<file path="config.mk">
export PLATFORM = sky130hd
export DESIGN_NAME = cl_mem_arbiter
export DESIGN_NICKNAME = d
export VERILOG_FILES = /design/src/rtl/cl_mem_arbiter_pkg.sv /design/src/rtl/cl_req_slot.sv /design/src/rtl/cl_mem_arbiter.sv
export SDC_FILE = /design/constraint.sdc
export NUM_CORES = 1
export LEC_CHECK = 0
export ABC_AREA = 1
export ABC_CLOCK_PERIOD_IN_PS = 28300
export CAP_MARGIN = 20
export CORE_MARGIN = 5
export CORE_UTILIZATION = 29
export CTS_CLUSTER_DIAMETER = 80
export DETAILED_ROUTE_END_ITERATION = 10
export DONT_BUFFER_PORTS = 1
export HOLD_SLACK_MARGIN = 0.12
export SLEW_MARGIN = 20
export SYNTH_ARGS = -nofsm -noshare
export SYNTH_HDL_FRONTEND = slang
export SYNTH_HIERARCHICAL = 1
export SYNTH_SLANG_ARGS = --single-unit
</file>
<file path="constraint.sdc">
create_clock -name clk_i -period 28.3 [get_ports clk_i]
set_input_delay 5.66 -clock clk_i [delete_from_list [all_inputs] [get_ports clk_i]]
set_output_delay 5.66 -clock clk_i [all_outputs]
set_load 0.03 [all_outputs]
</file>
<file path="src/rtl/cl_mem_arbiter_pkg.sv">
// Shared constants for the cache-line memory arbiter: FSM encodings, port ids, line width.
// Latency: n/a (constants only).
// Backpressure: n/a.
package cl_mem_arbiter_pkg;

    // Default cache-line width; must match the caches and the atomic unit.
    localparam int CLP = 128;

    // Transaction FSM encodings.
    localparam logic [1:0] ST_IDLE  = 2'd0;
    localparam logic [1:0] ST_ISSUE = 2'd1;
    localparam logic [1:0] ST_RESP  = 2'd2;

    // Port identifiers used by the grant register and the round-robin pointer.
    localparam logic PORT_I = 1'b0;
    localparam logic PORT_D = 1'b1;

endpackage

</file>
<file path="src/rtl/cl_req_slot.sv">
// Request latch for one cache-line master: captures addr/rw/data on strobe, holds a pending flag.
// Latency: req_o/addr_o reflect a strobe in the same cycle, so an idle arbiter can grant with no extra cycle.
// Backpressure: a strobe while pending (queued or in service) is dropped; pending clears on the completing edge.
module cl_req_slot
    import cl_mem_arbiter_pkg::*;
#(
    parameter int XLEN   = 64,
    parameter int CLSIZE = CLP
) (
    input  logic              clk_i,
    input  logic              rst_i,
    input  logic              strobe_i,
    input  logic [XLEN-1:0]   addr_i,
    input  logic              rw_i,
    input  logic [CLSIZE-1:0] data_i,
    input  logic              clear_i,
    output logic              req_o,
    output logic [XLEN-1:0]   addr_o,
    output logic              rw_o,
    output logic [CLSIZE-1:0] data_o
);

    logic              pend_q;
    logic [XLEN-1:0]   addr_q;
    logic              rw_q;
    logic [CLSIZE-1:0] data_q;
    logic              capture;

    // A new request is accepted only when nothing is outstanding on this port.
    assign capture = strobe_i && !pend_q;

    // Latch the request fields and track the pending flag until the arbiter completes it.
    always_ff @(posedge clk_i or posedge rst_i) begin
        if (rst_i) begin
            pend_q <= 1'b0;
            addr_q <= '0;
            rw_q   <= 1'b0;
            data_q <= '0;
        end else if (capture) begin
            pend_q <= 1'b1;
            addr_q <= addr_i;
            rw_q   <= rw_i;
            data_q <= data_i;
        end else if (clear_i) begin
            pend_q <= 1'b0;
        end
    end

    // Present either the latched request or, when nothing is latched yet, the live strobe fields.
    assign req_o  = pend_q | strobe_i;
    assign addr_o = pend_q ? addr_q : addr_i;
    assign rw_o   = pend_q ? rw_q   : rw_i;
    assign data_o = pend_q ? data_q : data_i;

endmodule

</file>
<file path="src/rtl/cl_mem_arbiter.sv">
// Arbitrates I-cache and D-cache line requests onto one memory strobe/done port; optional ARB_ROUND_ROBIN_EN.
// Latency: strobe at edge N -> m_strobe_o from N+1; m_done_i in cycle M -> requester done in M+1; 1 idle cycle between.
// Backpressure: one transaction in flight; each port holds at most one pending request, extra strobes are dropped.
module cl_mem_arbiter
    import cl_mem_arbiter_pkg::*;
#(
    parameter int XLEN   = 64,
    parameter int CLSIZE = CLP
) (
    input  logic              clk_i,
    input  logic              rst_i,
    // I-side (read only)
    input  logic              i_strobe_i,
    input  logic [XLEN-1:0]   i_addr_i,
    output logic              i_done_o,
    output logic [CLSIZE-1:0] i_data_o,
    // D-side
    input  logic              d_strobe_i,
    input  logic [XLEN-1:0]   d_addr_i,
    input  logic              d_rw_i,
    input  logic [CLSIZE-1:0] d_data_i,
    output logic              d_done_o,
    output logic [CLSIZE-1:0] d_data_o,
    // Memory master
    output logic              m_strobe_o,
    output logic [XLEN-1:0]   m_addr_o,
    output logic              m_rw_o,
    output logic [CLSIZE-1:0] m_data_o,
    input  logic              m_done_i,
    input  logic [CLSIZE-1:0] m_data_i
);

    logic [1:0]        state_q;
    logic              grant_q;
    logic              grant_n;
    logic              any_req;
    logic              xfer_done;
    logic [CLSIZE-1:0] rsp_q;

    logic              i_req;
    logic [XLEN-1:0]   i_addr_sel;
    logic              i_rw_sel;
    logic [CLSIZE-1:0] i_data_sel;
    logic              i_clr;

    logic              d_req;
    logic [XLEN-1:0]   d_addr_sel;
    logic              d_rw_sel;
    logic [CLSIZE-1:0] d_data_sel;
    logic              d_clr;

    // Memory completion only counts while a transaction is actually on the bus.
    assign xfer_done = (state_q == ST_ISSUE) && m_done_i;
    assign i_clr     = xfer_done && (grant_q == PORT_I);
    assign d_clr     = xfer_done && (grant_q == PORT_D);

    // The instruction side never writes, so its direction and write line are tied off.
    cl_req_slot #(.XLEN(XLEN), .CLSIZE(CLSIZE)) u_i_slot (
        .clk_i    (clk_i),
        .rst_i    (rst_i),
        .strobe_i (i_strobe_i),
        .addr_i   (i_addr_i),
        .rw_i     (1'b0),
        .data_i   ({CLSIZE{1'b0}}),
        .clear_i  (i_clr),
        .req_o    (i_req),
        .addr_o   (i_addr_sel),
        .rw_o     (i_rw_sel),
        .data_o   (i_data_sel)
    );

    cl_req_slot #(.XLEN(XLEN), .CLSIZE(CLSIZE)) u_d_slot (
        .clk_i    (clk_i),
        .rst_i    (rst_i),
        .strobe_i (d_strobe_i),
        .addr_i   (d_addr_i),
        .rw_i     (d_rw_i),
        .data_i   (d_data_i),
        .clear_i  (d_clr),
        .req_o    (d_req),
        .addr_o   (d_addr_sel),
        .rw_o     (d_rw_sel),
        .data_o   (d_data_sel)
    );

    assign any_req = i_req | d_req;

`ifdef ARB_ROUND_ROBIN_EN
    logic rr_ptr_q;

    // Priority goes to the port that was not served by the last completed transaction.
    always_ff @(posedge clk_i or posedge rst_i) begin
        if (rst_i) begin
            rr_ptr_q <= PORT_D;
        end else if (xfer_done) begin
            rr_ptr_q <= ~grant_q;
        end
    end

    // Contended requests follow the pointer; a lone request wins outright.
    always_comb begin
        grant_n = PORT_D;
        if (i_req && d_req) begin
            grant_n = rr_ptr_q;
        end else if (i_req) begin
            grant_n = PORT_I;
        end
    end
`else
    // Fixed priority: the data side always wins when it is requesting.
    always_comb begin
        grant_n = PORT_D;
        if (!d_req) begin
            grant_n = PORT_I;
        end
    end
`endif

    // Transaction FSM: grant and load the bus in IDLE, wait for memory in ISSUE, answer in RESP.
    always_ff @(posedge clk_i or posedge rst_i) begin
        if (rst_i) begin
            state_q  <= ST_IDLE;
            grant_q  <= PORT_D;
            m_addr_o <= '0;
            m_rw_o   <= 1'b0;
            m_data_o <= '0;
            rsp_q    <= '0;
        end else begin
            case (state_q)
                ST_IDLE: begin
                    if (any_req) begin
                        grant_q <= grant_n;
                        if (grant_n == PORT_D) begin
                            m_addr_o <= d_addr_sel;
                            m_rw_o   <= d_rw_sel;
                            m_data_o <= d_data_sel;
                        end else begin
                            m_addr_o <= i_addr_sel;
                            m_rw_o   <= i_rw_sel;
                            m_data_o <= i_data_sel;
                        end
                        state_q <= ST_ISSUE;
                    end
                end
                ST_ISSUE: begin
                    if (m_done_i) begin
                        rsp_q   <= m_data_i;
                        state_q <= ST_RESP;
                    end
                end
                ST_RESP: begin
                    state_q <= ST_IDLE;
                end
                default: begin
                    state_q <= ST_IDLE;
                end
            endcase
        end
    end

    // Strobe and done pulses decode straight from state, so reset removes them asynchronously.
    assign m_strobe_o = (state_q == ST_ISSUE);
    assign i_done_o   = (state_q == ST_RESP) && (grant_q == PORT_I);
    assign d_done_o   = (state_q == ST_RESP) && (grant_q == PORT_D);
    assign i_data_o   = rsp_q;
    assign d_data_o   = rsp_q;

endmodule
</file>
wires.png
Scale: 1 px per µm. Only two layers are drawn.
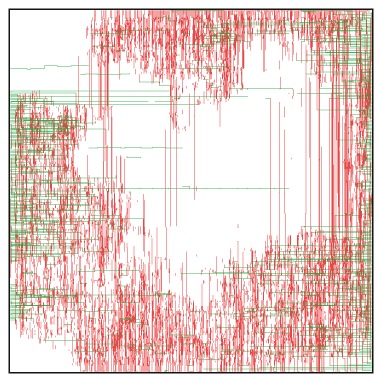
colour	layer	wire length
red	metal 2	63.2 mm
green	metal 3	15,600 µm
routed wire length: 136,000 µm
All-Layer GR Usage: 20.0%
vias post-DR: 30,667

placement.png
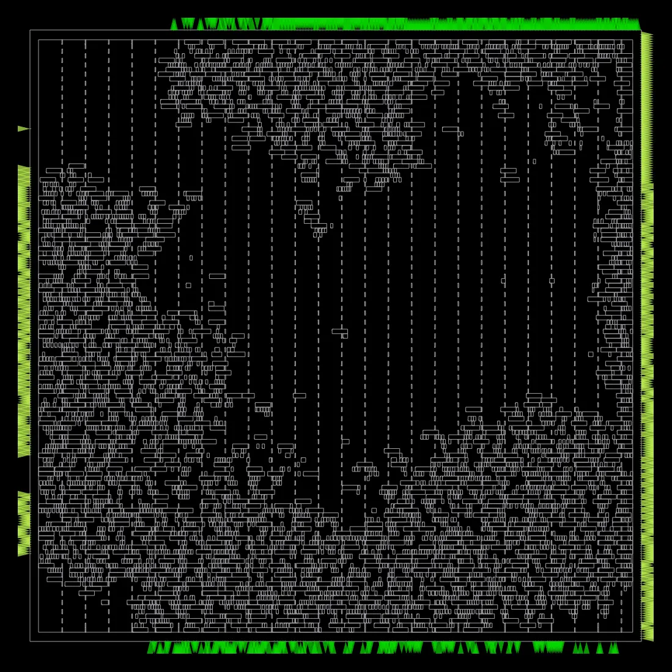
Seq/total area: 45.3%
Final Util: 31.9%
Core Box Area: 123,000 µm²
tap cell count: 1,637

==> flow_summary.toml <==
# yosys + openroad results
[critical_path]
path_depth = 8
reg2reg_slack_ns = 23.51
path_common_cell = "nand2_1"
end_kind = "flop"
r2r_start = "u_d_slot/pend_q$_DFFE_PP0P_"
crit_family = "buffers and inverters"
cp-endpoint = "m_addr_o[44]$_DFFE_PP0P_"
crit_path_start_kind = "primary input"
r2r_cells = 5
cp.arrival_ns = 9.35
critical_path_buf_inv_count = 3
cp_cell_sequence = "or2_4 -> inv_8 -> buf_4 -> buf_4 -> nand2_1 -> nand2_1 -> nand2_1 -> nand2_1"
required_ns = 28.93
crit_slowest_cell = "buf_4"
worstSetupStartpoint = "d_strobe_i"

[sta]
maxSlewViolCount = 0
finClkSkew_ns = 0.0613
fin_setup_tns_ns = 0
period_minus_slack_ns = 8.71
timing.final.ws_setup_ns = 19.59
hold_viol = 0
post-route-period-util_pct = 30.8
rsz0062_at_grt = "no"
clock.fmax_mhz = 115
holdWs_ns = 0.468

[finish]
nFillCells = 13197
logic_area_um2 = 16100
nonClkBufAreaFrac_pct = 0.804
largestClassByArea = "registers"
clock_buffers = 130
nMultiInputCombCells = 4138
instances_no_fill = 6707
clock_area_share_pct = 7.47
stdcell_area_um2 = 39400
layout_top_cell = "nand2_1"
inv_count = 12
register_area_um2 = 17800
nNetsFinal = 5375
antenna_cells = 15
ff_count = 712

[yosys]
synthSimpleGateAreaFrac_pct = 41.9
syn_inst = 5060
logic_family = "simple AND/OR/NAND/NOR gates"
largest_area_cell = "dfrtp_1"
ys_cells = 5060
mux_share_pct = 0
synth-xor-area-share_pct = 0
synth_area_per_cell_um2 = 7.11
ys_seq_elements = 712
yosysUniqueCellTypes = 19

[floorplanning]
chipWidth_um = 362
chipArea_um2 = 131000
die_h_um = 362

[clock_tree]
cts_tree = "built"
cts-buffers-inserted = 88
postCtsSetupBuffers = 0
clock_sinks = 712
clockBufferDepth = 3
h-tree-depth = 3
cts_hold_buf = 0
clk_latency_ns = 0.73

[detailed_routing]
post-route-drc-count = 0
final_antenna_net_count = 0
drtIter0Drc = 2668
viasPerCell = 4.57

[power_and_ir_drop]
cellPowerDensity_nw_per_um2 = 135
power_leakage_nw = 22.4
ir_drop_mv = 0.0979
p_total_mw = 5.32

[status]
status = "completed"

[placed_design]
dpl-instance-area_um2 = 36300
post-place-ws_ns = 19.35
globalplace.congestion = 0.847
hpwlAfterDp_um = 88200

[global_routing]
grt_pass1_wl_um = 199000
grt_overflow = 0
grt_max_degree = 235
grt_pass1_vias = 28949
antenna_found_initial = 27

[hold_path]
min_to = "u_d_slot/addr_q[8]$_DFFE_PP0P_"
holdPathStages = 2
hold_path_class = "flop to flop"
hold_path_startpoint = "u_d_slot/addr_q[8]$_DFFE_PP0P_"

[job]
warnings = 56
io_fan.png
Scale: 1 px per µm.
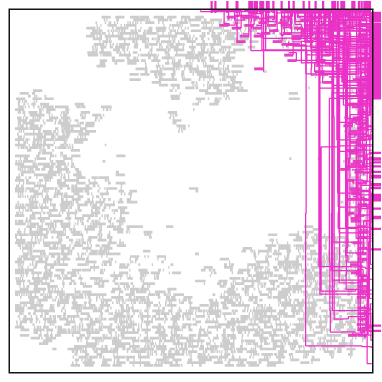
colour	port	bits	direction	edge	end cells	buffers	wire
magenta	`d_data_o`	128	output	86 right, 42 top	128	0	15,900 µm
IO Pins: 842
Port-buffer cells: 0

-- metal layers --
| metal | track usage [%] | share of wire (%) |
|---|---|---|
| met1 | 23.4 | 38 |
| met2 | 31.9 | 47 |
| met3 | 8.79 | 11 |
| met4 | 8.92 | 4.2 |
| met5 | 0 | 0.059 |
-- power by group --
part	total [mW]	leakage, nW	switching, mW	internal (mW)
clock network	1.14	1.44	0.485	0.658
logic	1.64	12.1	1.13	0.509
registers	2.53	8.93	1.06	1.47
-- cell usage after synthesis (all sizes together) --
| cell | count |
|---|---|
| nand2 | 3481 |
| dfrtp | 711 |
| buf | 419 |
| nand3 | 387 |
| clkbuf | 36 |
| inv | 12 |
| nor2 | 5 |
| o21ai | 3 |
| nor3 | 2 |
| or2 | 2 |
| conb | 1 |
| dfstp | 1 |
No activity file was given, so power comes from the tool's default toggle rates.
